[src/rtl/proc_ctrl_fsm_if.sv]
`default_nettype none
// ---------------------------------------------------------------------------
// proc_ctrl_fsm_if : control/handshake bundle between controller and datapath
// Rev 1.0
// ---------------------------------------------------------------------------
interface proc_ctrl_fsm_if #(
  parameter int DATA_WIDTH = 16
);
  logic                  run;
  logic [DATA_WIDTH-1:0] din;
  logic                  z_flag;
  logic [2:0]            bus_sel;
  logic [2:0]            rx_idx;
  logic [2:0]            ry_idx;
  logic                  reg_we;
  logic                  a_load;
  logic                  g_load;
  logic [1:0]            alu_op;
  logic                  addr_load;
  logic                  pc_incr;
  logic                  dout_load;
  logic                  mem_we;
  logic                  done;

  modport master (
    input  run, din, z_flag,
    output bus_sel, rx_idx, ry_idx, reg_we, a_load, g_load, alu_op,
           addr_load, pc_incr, dout_load, mem_we, done
  );

  modport slave (
    output run, din, z_flag,
    input  bus_sel, rx_idx, ry_idx, reg_we, a_load, g_load, alu_op,
           addr_load, pc_incr, dout_load, mem_we, done
  );
endinterface
`default_nettype wire

[src/rtl/proc_ctrl_fsm.sv]
`default_nettype none
// ---------------------------------------------------------------------------
// proc_ctrl_fsm : multicycle fetch/decode/execute controller for 16-bit core
// Rev 1.0
// ---------------------------------------------------------------------------
module proc_ctrl_fsm #(
  parameter int DATA_WIDTH = 16
) (
  input  logic           clk,
  input  logic           reset,
  proc_ctrl_fsm_if.master bus
);

  typedef enum logic [2:0] {
    IDLE = 3'd0,
    F1   = 3'd1,
    F2   = 3'd2,
    F3   = 3'd3,
    EX1  = 3'd4,
    EX2  = 3'd5,
    EX3  = 3'd6
  } state_t;

  localparam logic [2:0] OP_MV   = 3'b000;
  localparam logic [2:0] OP_MVI  = 3'b001;
  localparam logic [2:0] OP_ADD  = 3'b010;
  localparam logic [2:0] OP_SUB  = 3'b011;
  localparam logic [2:0] OP_LD   = 3'b100;
  localparam logic [2:0] OP_ST   = 3'b101;
  localparam logic [2:0] OP_MVNZ = 3'b110;
  localparam logic [2:0] OP_AND  = 3'b111;

  localparam logic [2:0] SEL_RX   = 3'b000;
  localparam logic [2:0] SEL_RY   = 3'b001;
  localparam logic [2:0] SEL_G    = 3'b010;
  localparam logic [2:0] SEL_DIN  = 3'b011;
  localparam logic [2:0] SEL_PC   = 3'b100;

  state_t                state;
  logic [DATA_WIDTH-1:0] ir;
  logic [2:0]            opcode;
  logic                  unused_ir_bits;

  assign opcode         = ir[DATA_WIDTH-1 -: 3];
  assign unused_ir_bits = &{1'b0, ir};

  always_ff @(posedge clk) begin
    if (reset) begin
      state <= IDLE;
      ir    <= '0;
    end else begin
      case (state)
        IDLE: state <= bus.run ? F1 : IDLE;
        F1:   state <= F2;
        F2:   state <= F3;
        F3: begin
          ir    <= bus.din;
          state <= EX1;
        end
        EX1, EX2, EX3: begin
          // done marks the final cycle of every instruction; run is sampled only here
          if (bus.done)
            state <= bus.run ? F1 : IDLE;
          else if (state == EX1)
            state <= EX2;
          else if (state == EX2)
            state <= EX3;
          else
            state <= IDLE;
        end
        default: state <= IDLE;
      endcase
    end
  end

  always_comb begin
    bus.bus_sel   = 3'b000;
    bus.rx_idx    = 3'b000;
    bus.ry_idx    = 3'b000;
    bus.reg_we    = 1'b0;
    bus.a_load    = 1'b0;
    bus.g_load    = 1'b0;
    bus.alu_op    = 2'b00;
    bus.addr_load = 1'b0;
    bus.pc_incr   = 1'b0;
    bus.dout_load = 1'b0;
    bus.mem_we    = 1'b0;
    bus.done      = 1'b0;

    if (state == EX1 || state == EX2 || state == EX3) begin
      bus.rx_idx = ir[12:10];
      bus.ry_idx = ir[9:7];
    end

    case (state)
      F1: begin
        bus.bus_sel   = SEL_PC;
        bus.addr_load = 1'b1;
        bus.pc_incr   = 1'b1;
      end
      EX1: begin
        case (opcode)
          OP_MV: begin
            bus.bus_sel = SEL_RY;
            bus.reg_we  = 1'b1;
            bus.done    = 1'b1;
          end
          OP_MVNZ: begin
            bus.done = 1'b1;
            if (!bus.z_flag) begin
              bus.bus_sel = SEL_RY;
              bus.reg_we  = 1'b1;
            end
          end
          OP_MVI: begin
            bus.bus_sel   = SEL_PC;
            bus.addr_load = 1'b1;
            bus.pc_incr   = 1'b1;
          end
          OP_ADD, OP_SUB, OP_AND: begin
            bus.bus_sel = SEL_RX;
            bus.a_load  = 1'b1;
          end
          OP_LD, OP_ST: begin
            bus.bus_sel   = SEL_RY;
            bus.addr_load = 1'b1;
          end
          default: ;
        endcase
      end
      EX2: begin
        case (opcode)
          OP_ADD, OP_SUB, OP_AND: begin
            bus.bus_sel = SEL_RY;
            bus.g_load  = 1'b1;
            bus.alu_op  = (opcode == OP_SUB) ? 2'b01 :
                          (opcode == OP_AND) ? 2'b10 : 2'b00;
          end
          OP_ST: begin
            bus.bus_sel   = SEL_RX;
            bus.dout_load = 1'b1;
            bus.mem_we    = 1'b1;
            bus.done      = 1'b1;
          end
          default: ;
        endcase
      end
      EX3: begin
        case (opcode)
          OP_ADD, OP_SUB, OP_AND: begin
            bus.bus_sel = SEL_G;
            bus.reg_we  = 1'b1;
            bus.done    = 1'b1;
          end
          OP_MVI, OP_LD: begin
            bus.bus_sel = SEL_DIN;
            bus.reg_we  = 1'b1;
            bus.done    = 1'b1;
          end
          default: ;
        endcase
      end
      default: ;
    endcase
  end

endmodule
`default_nettype wire

[src/flat_wrapper.sv]
// flat-port wrapper written by rule: the top's interface ports become plain ports
module proc_ctrl_fsm_flat 
#(
  parameter int DATA_WIDTH = 16
)
  (clk, reset, bus_run, bus_din, bus_z_flag, bus_bus_sel, bus_rx_idx, bus_ry_idx, bus_reg_we, bus_a_load, bus_g_load, bus_alu_op, bus_addr_load, bus_pc_incr, bus_dout_load, bus_mem_we, bus_done);
  proc_ctrl_fsm_if #(.DATA_WIDTH(DATA_WIDTH)) bus_i ();
  input  logic clk;
  input  logic reset;
  input wire logic [$bits(bus_i.run)-1:0] bus_run;
  input wire logic [$bits(bus_i.din)-1:0] bus_din;
  input wire logic [$bits(bus_i.z_flag)-1:0] bus_z_flag;
  output wire logic [$bits(bus_i.bus_sel)-1:0] bus_bus_sel;
  output wire logic [$bits(bus_i.rx_idx)-1:0] bus_rx_idx;
  output wire logic [$bits(bus_i.ry_idx)-1:0] bus_ry_idx;
  output wire logic [$bits(bus_i.reg_we)-1:0] bus_reg_we;
  output wire logic [$bits(bus_i.a_load)-1:0] bus_a_load;
  output wire logic [$bits(bus_i.g_load)-1:0] bus_g_load;
  output wire logic [$bits(bus_i.alu_op)-1:0] bus_alu_op;
  output wire logic [$bits(bus_i.addr_load)-1:0] bus_addr_load;
  output wire logic [$bits(bus_i.pc_incr)-1:0] bus_pc_incr;
  output wire logic [$bits(bus_i.dout_load)-1:0] bus_dout_load;
  output wire logic [$bits(bus_i.mem_we)-1:0] bus_mem_we;
  output wire logic [$bits(bus_i.done)-1:0] bus_done;
  assign bus_i.run = bus_run;
  assign bus_i.din = bus_din;
  assign bus_i.z_flag = bus_z_flag;
  assign bus_bus_sel = bus_i.bus_sel;
  assign bus_rx_idx = bus_i.rx_idx;
  assign bus_ry_idx = bus_i.ry_idx;
  assign bus_reg_we = bus_i.reg_we;
  assign bus_a_load = bus_i.a_load;
  assign bus_g_load = bus_i.g_load;
  assign bus_alu_op = bus_i.alu_op;
  assign bus_addr_load = bus_i.addr_load;
  assign bus_pc_incr = bus_i.pc_incr;
  assign bus_dout_load = bus_i.dout_load;
  assign bus_mem_we = bus_i.mem_we;
  assign bus_done = bus_i.done;
  proc_ctrl_fsm #(.DATA_WIDTH(DATA_WIDTH)) u_core (.clk(clk), .reset(reset), .bus(bus_i));
endmodule
[config.mk]
export PLATFORM = sky130hd
export DESIGN_NAME = proc_ctrl_fsm_flat
export DESIGN_NICKNAME = d
export VERILOG_FILES = /design/src/rtl/proc_ctrl_fsm_if.sv /design/src/rtl/proc_ctrl_fsm.sv /design/src/flat_wrapper.sv
export SDC_FILE = /design/constraint.sdc
export NUM_CORES = 1
export LEC_CHECK = 0
export CORE_UTILIZATION = 43
export CTS_CLUSTER_DIAMETER = 200
export DETAILED_ROUTE_END_ITERATION = 7
export GPL_TIMING_DRIVEN = 1
export MAX_ROUTING_LAYER = met4
export PLACE_DENSITY = 0.84
export SLEW_MARGIN = 10
export SYNTH_ARGS = -nofsm -noshare
export SYNTH_HDL_FRONTEND = slang
export SYNTH_SLANG_ARGS = --single-unit
[constraint.sdc]
create_clock -name clk -period 3 [get_ports clk]
set_input_delay 0.45 -clock clk [delete_from_list [all_inputs] [get_ports clk]]
set_output_delay 0.45 -clock clk [all_outputs]
set_load 0.005 [all_outputs]
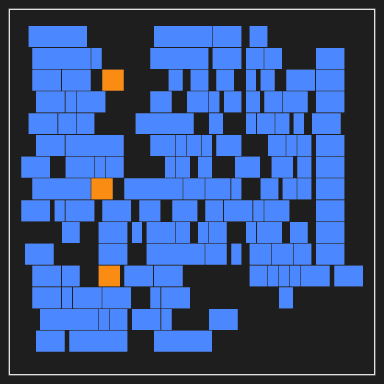
(cell sizes after repair)
Drawn at 8 px/µm.
colour	size	cells	most used
blue	x1 and smaller	129	clkdlybuf4s50_1
orange	x3 and x4	3	clkbuf_4

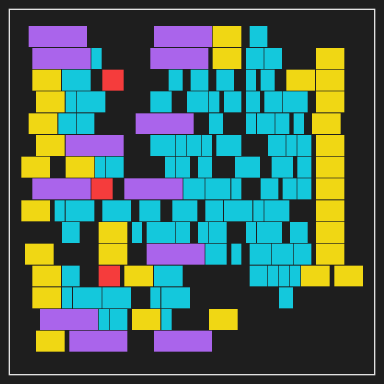
(cells coloured by class)
Drawn at 8 px/µm.
colour	class	cells
yellow	remaining buffers and delay cells	31
purple	registers	12
red	clock-net drivers	3
cyan	remaining logic cells	86

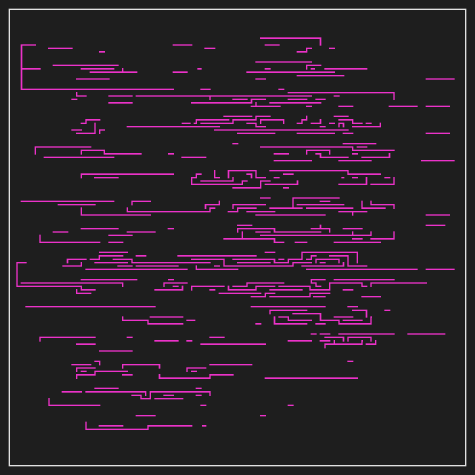
(signal wires on met1)
Drawn at 10 px/µm.
nets with wire on the layer	127
share of all routed wire	49%
main direction	horizontal

==> impl_metrics.csv <==
group,metric,value,unit
yosys,yosys.area.top_type,"dfxtp_1",
cells_and_area,buf_share,27.5,%
power_and_ir_drop,p_total,0.516,mW
cells_and_area,mi_logic_area,518,µm²
clock_network,cts_resized,0,
die,chip_area,0.00207,mm²
global_route,grt_max_degree,21,
timing,setup_violations,0,
worst_setup_path,crit_path_top_delay_cell,"dfxtp_1",
power_and_ir_drop,p_leak,0.452,nW
route,drt-pass1-iter-count,4,
status,outcome,"finished clean",
worst_setup_path,rr_startpoint,"u_core.state[1]$_SDFF_PP0_",
route,vias,812,
die,fp_util,46.6,%
global_route,met1_usage,27.1,%
clock_network,clk_latency,0.27,ns
clock_network,cts_max_level,1,
worst_setup_path,path_depth,5,
worst_setup_path,ff2ff_path_depth,3,
timing,drv_slew,0,
yosys,netlist_top_cells_count,"nor2_1 (19), dfxtp_1 (12), a21oi_1 (10)",
yosys,edf_count,0,
worst_setup_path,required,2.55,ns
route,wl_met2,857,µm
timing,max_slew.worst_pin.slew,0.601,ns
route,met1_length,895,µm
yosys,ys_ff,12,
worst_setup_path,crit_chain,"nor2b_1 > nand2_1 > o22ai_1 > o2bb2ai_1 > clkdlybuf4s50_1",
worst_setup_path,crit_end,"bus_bus_sel[0]",
route,detail_route.vias_per_cell,5.17,
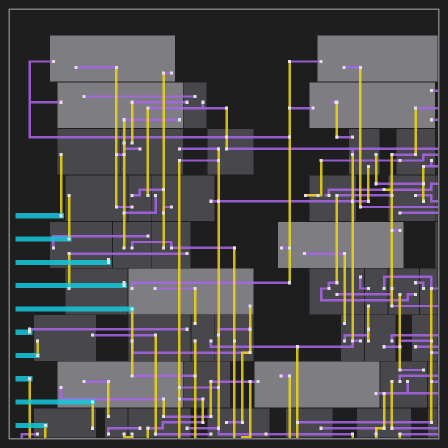
(a small window of the routed layout)
Region (0, 20) to (25, 45) µm. Cells in grey, sequential cells in the stronger grey; small squares are vias.
colour	layer
cyan	M3
yellow	M2
purple	M1
sequential cells in the window	8
cells with their middle in the window	42
most frequent	dfxtp_1 (8), clkdlybuf4s50_1 (7), nor2_1 (6)
netlist names of flops here include	`u_core.ir` (5), `u_core.state` (3)

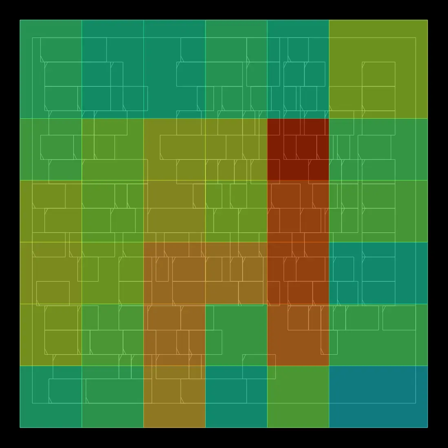
(track usage over the die)
met2 Usage GRT: 31.4%
DR WL/cell: 11.6 µm
GRT met3 Usage: 1.59%
Final Util: 64.7%
gr busiest metal: met2

==> cells by family after synthesis <==
family | synth area share, %
AOI/OAI and AO/OA | 17.7
buffers and inverters | 6.77
and+or+nand+nor | 32.8
muxes | 11.1
xor gates and xnor gates | 2.15
DFF | 29.5
==> state kept, by name, summed over array words and instances, names as in the netlist <==
| register | flops |
|---|---|
| u_core.ir | 9 |
| u_core.state | 3 |
==> per-stage QoR <==
stage / setup WS [ns] / utilization (%) / area (µm²)
CTS: 0.395 / 64.7 / 1130
global placement: 0.661 / 63.4 / 1110
floorplan: 1.31 / - / 813
finish: 0.380 / 64.7 / 1130
detailed placement: 0.646 / 63.4 / 1110
global route: 0.225 / 64.7 / 1130
==> report_power, final <==
group / switching (mW) / internal (mW)
sequential: 0.0506 / 0.179
combinational: 0.0813 / 0.109
clock: 0.0499 / 0.0464
